==> run_1/layer_met1.png <==
(3 px per um) Cells faint in the background.
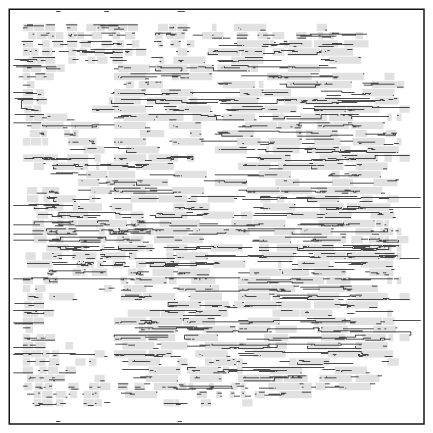
==> run_1/layer_met2.png <==
(3 px per um)
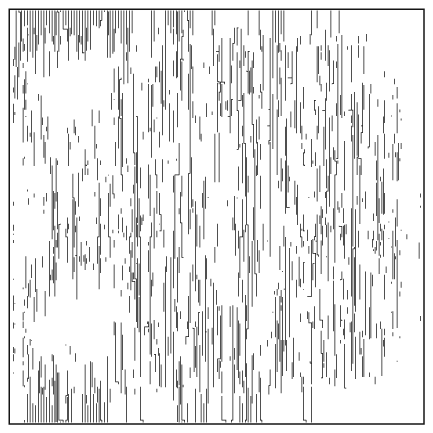
==> run_1/layer_met3.png <==
(2 px per um) Cells faint in the background.
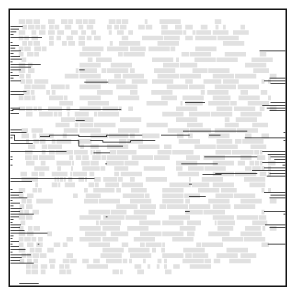
### config.mk
export PLATFORM = sky130hd
export DESIGN_NAME = fadd_issue_buffer
export DESIGN_NICKNAME = d
export VERILOG_FILES = /design/src/rtl/fadd_issue_buffer.sv
export SDC_FILE = /design/constraint.sdc
export NUM_CORES = 1
export LEC_CHECK = 0
export CORE_MARGIN = 4
export CORE_UTILIZATION = 40
export CTS_CLUSTER_DIAMETER = 120
export DETAILED_ROUTE_END_ITERATION = 10
export GPL_TIMING_DRIVEN = 0
export PLACE_DENSITY_LB_ADDON = 0.1
export SKIP_CTS_REPAIR_TIMING = 1
export SLEW_MARGIN = 20
export SYNTH_ARGS = -nofsm -noshare
export SYNTH_HDL_FRONTEND = slang
export SYNTH_SLANG_ARGS = --single-unit
### constraint.sdc
create_clock -name clk -period 2 [get_ports clk]
set_input_delay 0.4 -clock clk [delete_from_list [all_inputs] [get_ports clk]]
set_output_delay 0.4 -clock clk [all_outputs]
set_load 0.01 [all_outputs]
### src/rtl/fadd_issue_buffer.sv
// Valid/ready issue wrapper around a fixed-latency, non-stalling FP32 adder with a credit-guarded
// result FIFO. Define FADD_ISSUE_STATS_EN to add the issued/retired/NaN statistics counters.
module fadd_issue_buffer #(
   parameter int unsigned DEPTH   = 4,
   parameter int unsigned LATENCY = 3,
   parameter int unsigned TAG_W   = 4
) (
   input  logic                   clk,
   input  logic                   rstn,
   input  logic                   in_valid,
   output logic                   in_ready,
   input  logic [31:0]            in_a,
   input  logic [31:0]            in_b,
   input  logic [TAG_W-1:0]       in_tag,
   output logic [31:0]            add_a,
   output logic [31:0]            add_b,
   input  logic [31:0]            add_c,
   output logic                   out_valid,
   input  logic                   out_ready,
   output logic [31:0]            out_c,
   output logic [TAG_W-1:0]       out_tag,
   output logic                   out_nan,
   output logic                   out_inf,
`ifdef FADD_ISSUE_STATS_EN
   output logic [31:0]            stat_issued,
   output logic [31:0]            stat_retired,
   output logic [31:0]            stat_nan,
`endif
   output logic [$clog2(DEPTH):0] occupancy
);

   localparam int unsigned AW = $clog2(DEPTH);
   localparam int unsigned CW = AW + 1;

   logic                fire, push, pop;
   logic [LATENCY:1]    v_q;
   logic [TAG_W-1:0]    tag_q [1:LATENCY];
   logic [31:0]         mem_c [DEPTH];
   logic [TAG_W-1:0]    mem_tag [DEPTH];
   logic [AW-1:0]       wr_q, rd_q;
   logic [CW-1:0]       count_q, count_d, inflight, occ;

   always_comb begin
      inflight = '0;
      for (int k = 1; k <= LATENCY; k++) inflight = inflight + CW'(v_q[k]);
   end

   // Credit counts both buffered results and every operation still inside the adder, so a
   // launched operation always has a FIFO slot waiting when it emerges.
   assign occ       = count_q + inflight;
   assign occupancy = rstn ? occ : '0;
   assign in_ready  = rstn & (occ < CW'(DEPTH));
   assign fire      = in_valid & in_ready;
   assign add_a     = in_a;
   assign add_b     = in_b;
   assign push      = v_q[LATENCY];
   assign out_valid = rstn & (count_q != '0);
   assign pop       = out_valid & out_ready;

   always_comb begin
      count_d = count_q;
      unique case ({push, pop})
         2'b10:   count_d = count_q + CW'(1);
         2'b01:   count_d = count_q - CW'(1);
         default: count_d = count_q;
      endcase
   end

   always_ff @(posedge clk) begin
      if (!rstn) begin
         v_q     <= '0;
         for (int k = 1; k <= LATENCY; k++) tag_q[k] <= '0;
         wr_q    <= '0;
         rd_q    <= '0;
         count_q <= '0;
      end else begin
         v_q[1]   <= fire;
         tag_q[1] <= in_tag;
         for (int k = 2; k <= LATENCY; k++) begin
            v_q[k]   <= v_q[k-1];
            tag_q[k] <= tag_q[k-1];
         end
         if (push) wr_q <= wr_q + AW'(1);
         if (pop)  rd_q <= rd_q + AW'(1);
         count_q <= count_d;
      end
   end

   always_ff @(posedge clk) begin
      if (rstn && push) begin
         mem_c[wr_q]   <= add_c;
         mem_tag[wr_q] <= tag_q[LATENCY];
      end
   end

   assign out_c   = mem_c[rd_q];
   assign out_tag = mem_tag[rd_q];
   assign out_nan = (out_c[30:23] == 8'hFF) && (out_c[22:0] != '0);
   assign out_inf = (out_c[30:23] == 8'hFF) && (out_c[22:0] == '0);

`ifdef FADD_ISSUE_STATS_EN
   logic [31:0] issued_q, retired_q, nan_q;

   always_ff @(posedge clk) begin
      if (!rstn) begin
         issued_q  <= '0;
         retired_q <= '0;
         nan_q     <= '0;
      end else begin
         if (fire && issued_q != '1)            issued_q  <= issued_q + 32'd1;
         if (pop && retired_q != '1)            retired_q <= retired_q + 32'd1;
         if (pop && out_nan && nan_q != '1)     nan_q     <= nan_q + 32'd1;
      end
   end

   assign stat_issued  = issued_q;
   assign stat_retired = retired_q;
   assign stat_nan     = nan_q;
`endif

`ifndef SYNTHESIS
   always_ff @(posedge clk) begin
      if (rstn) begin
         assert (!(push && count_q == CW'(DEPTH)))
            else $error("fadd_issue_buffer: capture into full result FIFO");
         assert (!(pop && count_q == '0))
            else $error("fadd_issue_buffer: pop from empty result FIFO");
      end
   end
`endif

endmodule

==> flow_summary.json, run 1 <==
{
  "nets": 656,
  "core_um2": 16500,
  "period_minus_slack_ns": 2.88,
  "ys_sh_xor_pct": 0.780,
  "r2r_setup_slack_ns": 0.15,
  "root_buffer": "clkbuf_16",
  "dieHeight_um": 138,
  "cpMostUsedCell": "buf_12",
  "dp_cells": 722,
  "numCtsBuffers": 17,
  "critPathTopFamily": "simple AND/OR/NAND/NOR gates",
  "antennaDiodeCount": 0,
  "power.density_nw_per_um2": 803,
  "drive_above_1_share_pct": 41.7,
  "hpwl_um": 9640,
  "area_growth_pct": 39.3,
  "simple_gate_area_share_pct": 4.29,
  "path_buffers": 4,
  "criticalPathCategory": "reg -> out",
  "cts_tree": "done",
  "relSlewSlack_pct": 56.4,
  "dieWidth_um": 138,
  "initial_core_util_pct": 40.8,
  "ant_nets": 0,
  "syn_avg_cell_area_um2": 19.1,
  "setup_ws_ns": -0.880,
  "row_count": 47,
  "setup_viol": 42,
  "cp_slowest_cell": "mux4_2",
  "synth_area_um2": 6730,
  "path_cells": "buf_12 -> buf_12 -> mux4_2 -> nor4_4 -> nand4_1 -> buf_4 -> nor3_4 -> buf_2",
  "gp_congestion": 0.716,
  "final_area_um2": 9380,
  "r2r-end": "v_q[1]$_SDFF_PN0_",
  "synth_cells": 352,
  "critPathCapture": "out_inf",
  "yosysWarnings": 0,
  "max_stage_delay_ns": 0.55,
  "cts_htree_levels": 4,
  "via_per_inst": 4.67,
  "hold_viol_final": 0,
  "ys_area_um2": 6730,
  "status": "finished with violations",
  "r2r_start": "count_q[0]$_SDFFE_PN0P_",
  "clock_skew_ns": 0.00463,
  "dr.pass1.iters": 4,
  "hp-class": "reg -> reg",
  "cp.arrival_ns": 2.48,
  "hold_path_depth": 1,
  "violations": "negative setup slack"
}
Back to the opening pictures, layer_met1.png:
nets with wire on the layer	568
main direction	horizontal
Vias: 3,614
Post-Route WL: 13,800 um
GR Util met1: 18.0%

Back to the opening pictures, layer_met2.png:
longest straight run	46.6 um
wire length on this layer	7,380 um
nets with wire on the layer	596
main direction	vertical
GR met2 Demand/Resource: 24.4%

Back to the opening pictures, layer_met3.png:
nets with wire on the layer	101
wire length on this layer	985 um
longest straight run	54.1 um

-- run 1: area by class of cell --
type | instances | area [um^2]
Sequential cell | 168 | 4820
Clock buffer | 19 | 433
Fill cell | 1288 | 7140
Buffer | 75 | 613
Multi-Input combinational cell | 103 | 1460
Timing Repair Buffer | 172 | 1630
Clock inverter | 11 | 133
Tap cell | 220 | 275
Inverter | 6 | 22.5
-- run 1: worst register-to-register path, stage by stage (launching register included) --
cell and delay [ns]:
dfxtp_4 0.37, fa_1 0.48, ha_4 0.18, fa_2 0.37, xnor2_2 0.16, and3_1 0.18
-- run 1: per-layer routing --
layer	vias to the layer above	global-route usage (%)	share of wire [%]
met1	1800	18.0	38
met5	-	0	0.094
li1	1671	-	-
met2	125	24.4	53
met4	2	4.94	1.2
met3	16	4.93	7.1
-- run 1: cell usage in the layout, fill, tap and decap left out, types with 4 or more instances in the layout --
master and instances:
clkbuf_1 4, edfxtp_1 144, and3_2 4, inv_1 6, dfxtp_1 18, buf_12 7
clkinv_2 4, clkbuf_2 27, buf_6 17, clkdlybuf4s50_1 103, dfxtp_2 4, mux4_2 36
and2_1 20, buf_4 83, clkbuf_16 18, ha_1 4
-- run 1: synth_stat cells (all sizes together) --
master | number | share of area (%)
buf | 70 | 8.0
xnor2 | 3 | 0.39
and3 | 5 | 0.46
nor2b | 2 | 0.19
o31a | 1 | 0.13
dfxtp | 24 | 7.1
o311a | 1 | 0.15
fa | 3 | 0.89
nand2 | 3 | 0.17
ha | 6 | 1.1
or3 | 1 | 0.093
nand4 | 3 | 0.28
edfxtp | 144 | 64
clkbuf | 5 | 0.28
mux4 | 36 | 12
a21boi | 1 | 0.11
or2 | 1 | 0.093
o21ba | 1 | 0.15
xor2 | 3 | 0.39
o21ai | 2 | 0.15
inv | 6 | 0.33
nor4 | 5 | 0.65
nor3 | 2 | 0.22
mux2i | 1 | 0.15
and2 | 23 | 2.1
-- run 1: per-stage QoR --
step	hold WS (ns)	setup TNS (ns)	utilization [%]	setup slack, ns
final	0.433	-9.61	56.8	-0.880
after global routing	0.449	-12.61	56.8	-0.990
after CTS	0.434	-39.58	55.4	-1.75
after detailed placement	0.420	-57.43	52.0	-1.30
after global placement	0.415	-199.50	51.4	-1.48
after floorplan	0.412	-0.500	-	-0.209
-- run 1: logic make-up after synthesis --
logic type / count (synthesis)
AND-OR/OR-AND: 6
XOR/XNOR: 6
adder cells (fa/ha/maj): 9
buffers and inverters: 81
flip-flops: 168
multiplexers: 37
AND/OR/NAND/NOR: 45
-- run 1: power by group --
| part | internal [W] | switching (W) |
|---|---|---|
| registers | 0.00382 | 0.0000130 |
| logic | 0.000367 | 0.000203 |
| clock network | 0.00193 | 0.00120 |
| total | 0.00612 | 0.00141 |
-- run 1: sequential cells by signal, indices dropped and copies added, names as in the netlist, named ones only --
register and count:
wr_q 2, rd_q 2, v_q 3, count_q 3, tag_q 12, mem_tag 16, mem_c 128
==> run 2: changes to the inputs <==
Settings changed: GPL_ROUTABILITY_DRIVEN set to 0.
==> run_2/layer_met2.png <==
(3 px per um)
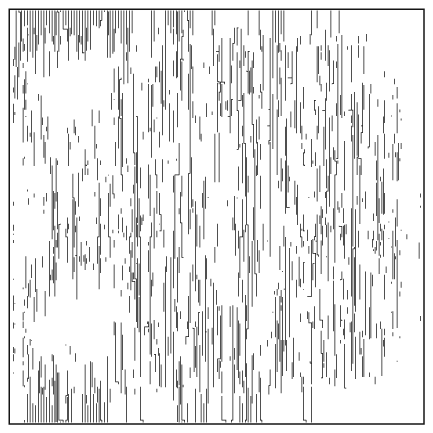
wire length on this layer	7,380 um
main direction	vertical
longest straight run	46.6 um
share of all routed wire	53%

==> run 2 against run 1 <==
The flow still finishes with violations (negative setup slack). Clock skew stayed put. Sequential share of layout area stayed put. Flip-flop count stayed put. First-iteration DRC count stayed put. Wire length stayed put. Worst setup slack stayed put. Critical endpoint unchanged. Largest cell class unchanged. Highest routed layer unchanged.
==> flow_summary.json, run 2 <==
{
  "synth_top_cell_by_count": "edfxtp_1",
  "cp.arrival_ns": 2.48,
  "ys_seq_share_pct": 71.3,
  "dieArea_um2": 19000,
  "yosysWarnings": 0,
  "status": "finished with violations",
  "ant_nets": 0,
  "final_area_um2": 9380,
  "hold_path_depth": 1,
  "initial_core_util_pct": 40.8,
  "area_leaders": "edfxtp_1 (64%), mux4_2 (12%), buf_4 (7.2%)",
  "syn_avg_cell_area_um2": 19.1,
  "dieHeight_um": 138,
  "nets": 656,
  "clkSinkCount": 168,
  "yosysTopAreaCellShare_pct": 64.2,
  "drv_cap": 0,
  "wl_met1_um": 5290,
  "dr.pass1.iters": 4,
  "drive_above_1_share_pct": 41.7,
  "ys_area_um2": 6730,
  "area_growth_pct": 39.3,
  "cts_htree_levels": 4,
  "finalPower_w": 0.00753,
  "top_area_cell": "edfxtp_1",
  "clk_latency_ns": 0.41,
  "period_minus_slack_ns": 2.88,
  "synth_area_um2": 6730,
  "grt_pass1_wl_um": 20500,
  "syn-num-nets": 465,
  "routedWlPerCell_um": 17.9,
  "place_ws_ns": -1.30,
  "synthArstFlopShare_pct": 0,
  "via_per_inst": 4.67,
  "antennaDiodeCount": 0,
  "synth_cells": 352,
  "clk_pin_slew_worst_paths_ns": 0.06,
  "dieWidth_um": 138,
  "top_layer_used": "met5",
  "wl_met3_um": 984,
  "synth_cell_type_count": 31,
  "largest_register_ffs": 128,
  "synth-edff-count": 144,
  "setup_ws_ns": -0.880,
  "common_cells": "edfxtp_1 (144), buf_4 (65), mux4_2 (35), dfxtp_1 (24), and2_1 (23)",
  "r2r_cells": 5,
  "relSlewSlack_pct": 56.4,
  "cts_tree": "done",
  "route.vias.total": 3614,
  "mostFrequentLayoutCells": "edfxtp_1 (144), clkdlybuf4s50_1 (103), buf_4 (83)",
  "grt_pass1_vias": 3844,
  "yosys.area_share.adder_pct": 2.01,
  "wl_um": 13800,
  "violations": "negative setup slack",
  "wl_met2_um": 7380,
  "postPlaceCellArea_um2": 8590,
  "ys_sh_xor_pct": 0.780,
  "hold_viol_final": 0,
  "simple_gate_area_share_pct": 4.29,
  "power.density_nw_per_um2": 803,
  "clock_skew_ns": 0.00463,
  "layout_top_cell": "edfxtp_1",
  "core_um2": 16500,
  "worstMarginPinSlew_ns": 0.654,
  "row_count": 47,
  "ir_drop_mv": 0.592,
  "setup_viol": 42,
  "hp-class": "reg -> reg",
  "ys.flop_type": "edfxtp_1",
  "numCtsBuffers": 17,
  "drcViolationCount": 0,
  "fin_util_pct": 56.8,
  "root_buffer": "clkbuf_16",
  "hpwl_um": 9640,
  "largest-register": "mem_c",
  "grt_usage_pct": 14.6,
  "criticalPathCategory": "reg -> out",
  "reg.largest.list": "mem_c (128), mem_tag (16), tag_q (12)",
  "slew_viol_final": 0
}
==> run_2/layer_met3.png <==
(2 px per um) Cells faint in the background.
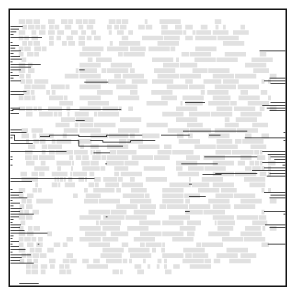
main direction	horizontal
nets with wire on the layer	101
met3 GRT Util: 4.93%

## run 2: routing by layer
| layer | track usage (%) | vias up |
|---|---|---|
| met2 | 24.4 | 125 |
| met4 | 4.94 | 2 |
| met5 | 0 | - |
| met1 | 18.0 | 1800 |
| met3 | 4.93 | 16 |
| li1 | - | 1671 |
## run 2: power by group
part | internal (W) | switching, W | total [W]
Clock | 0.00193 | 0.00120 | 0.00313
Combinational | 0.000367 | 0.000203 | 0.000570
Sequential | 0.00382 | 0.0000130 | 0.00383
## run 2: kinds of logic (layout without fill, tap and decap cells)
logic type,Yosys count,count (layout)
mux,37,37
flops,168,168
simple gates,45,45
buf+inv,81,283
fa+ha+maj,9,9
xor+xnor,6,6
compound gates,6,6
## run 2: final cells by class
cell class,count,area [um^2]
fillers,1288,7140
flip-flops and latches,168,4820
repair buffers,172,1630
multi-input cells,103,1460
plain buffers,75,613
clock buffers,19,433
well taps,220,275
clock inverters,11,133
inverters,6,22.5
## run 2: through the flow
stage               hold WS [ns]  TNS, ns  cells
floorplan                  0.412   -0.500    352
global placement           0.415  -199.50    718
detailed placement         0.420   -57.43    722
CTS                        0.434   -39.58    752
global route               0.449   -12.61    774
finish                     0.433    -9.61    774
## run 2: worst max-delay path: stages, from the launching register on
cell	delay (ns)
dfxtp_2	0.34
buf_12	0.14
buf_12	0.13
mux4_2	0.55
nor4_4	0.31
nand4_1	0.14
buf_4	0.17
nor3_4	0.15
buf_2	0.15
## run 2: final timing paths
check / start / to / slack (ns)
worst max-delay path: register / out_inf / -0.88
worst min-delay path: tag_q[0][7]$_SDFF_PN0_ / tag_q[0][11]$_SDFF_PN0_ / 0.43
worst max register to register: count_q[0]$_SDFFE_PN0P_ / v_q[1]$_SDFF_PN0_ / 0.15
worst min register to register: tag_q[0][7]$_SDFF_PN0_ / tag_q[0][11]$_SDFF_PN0_ / 0.43
Power figures rest on the tool's default switching activity, not on a simulated workload.
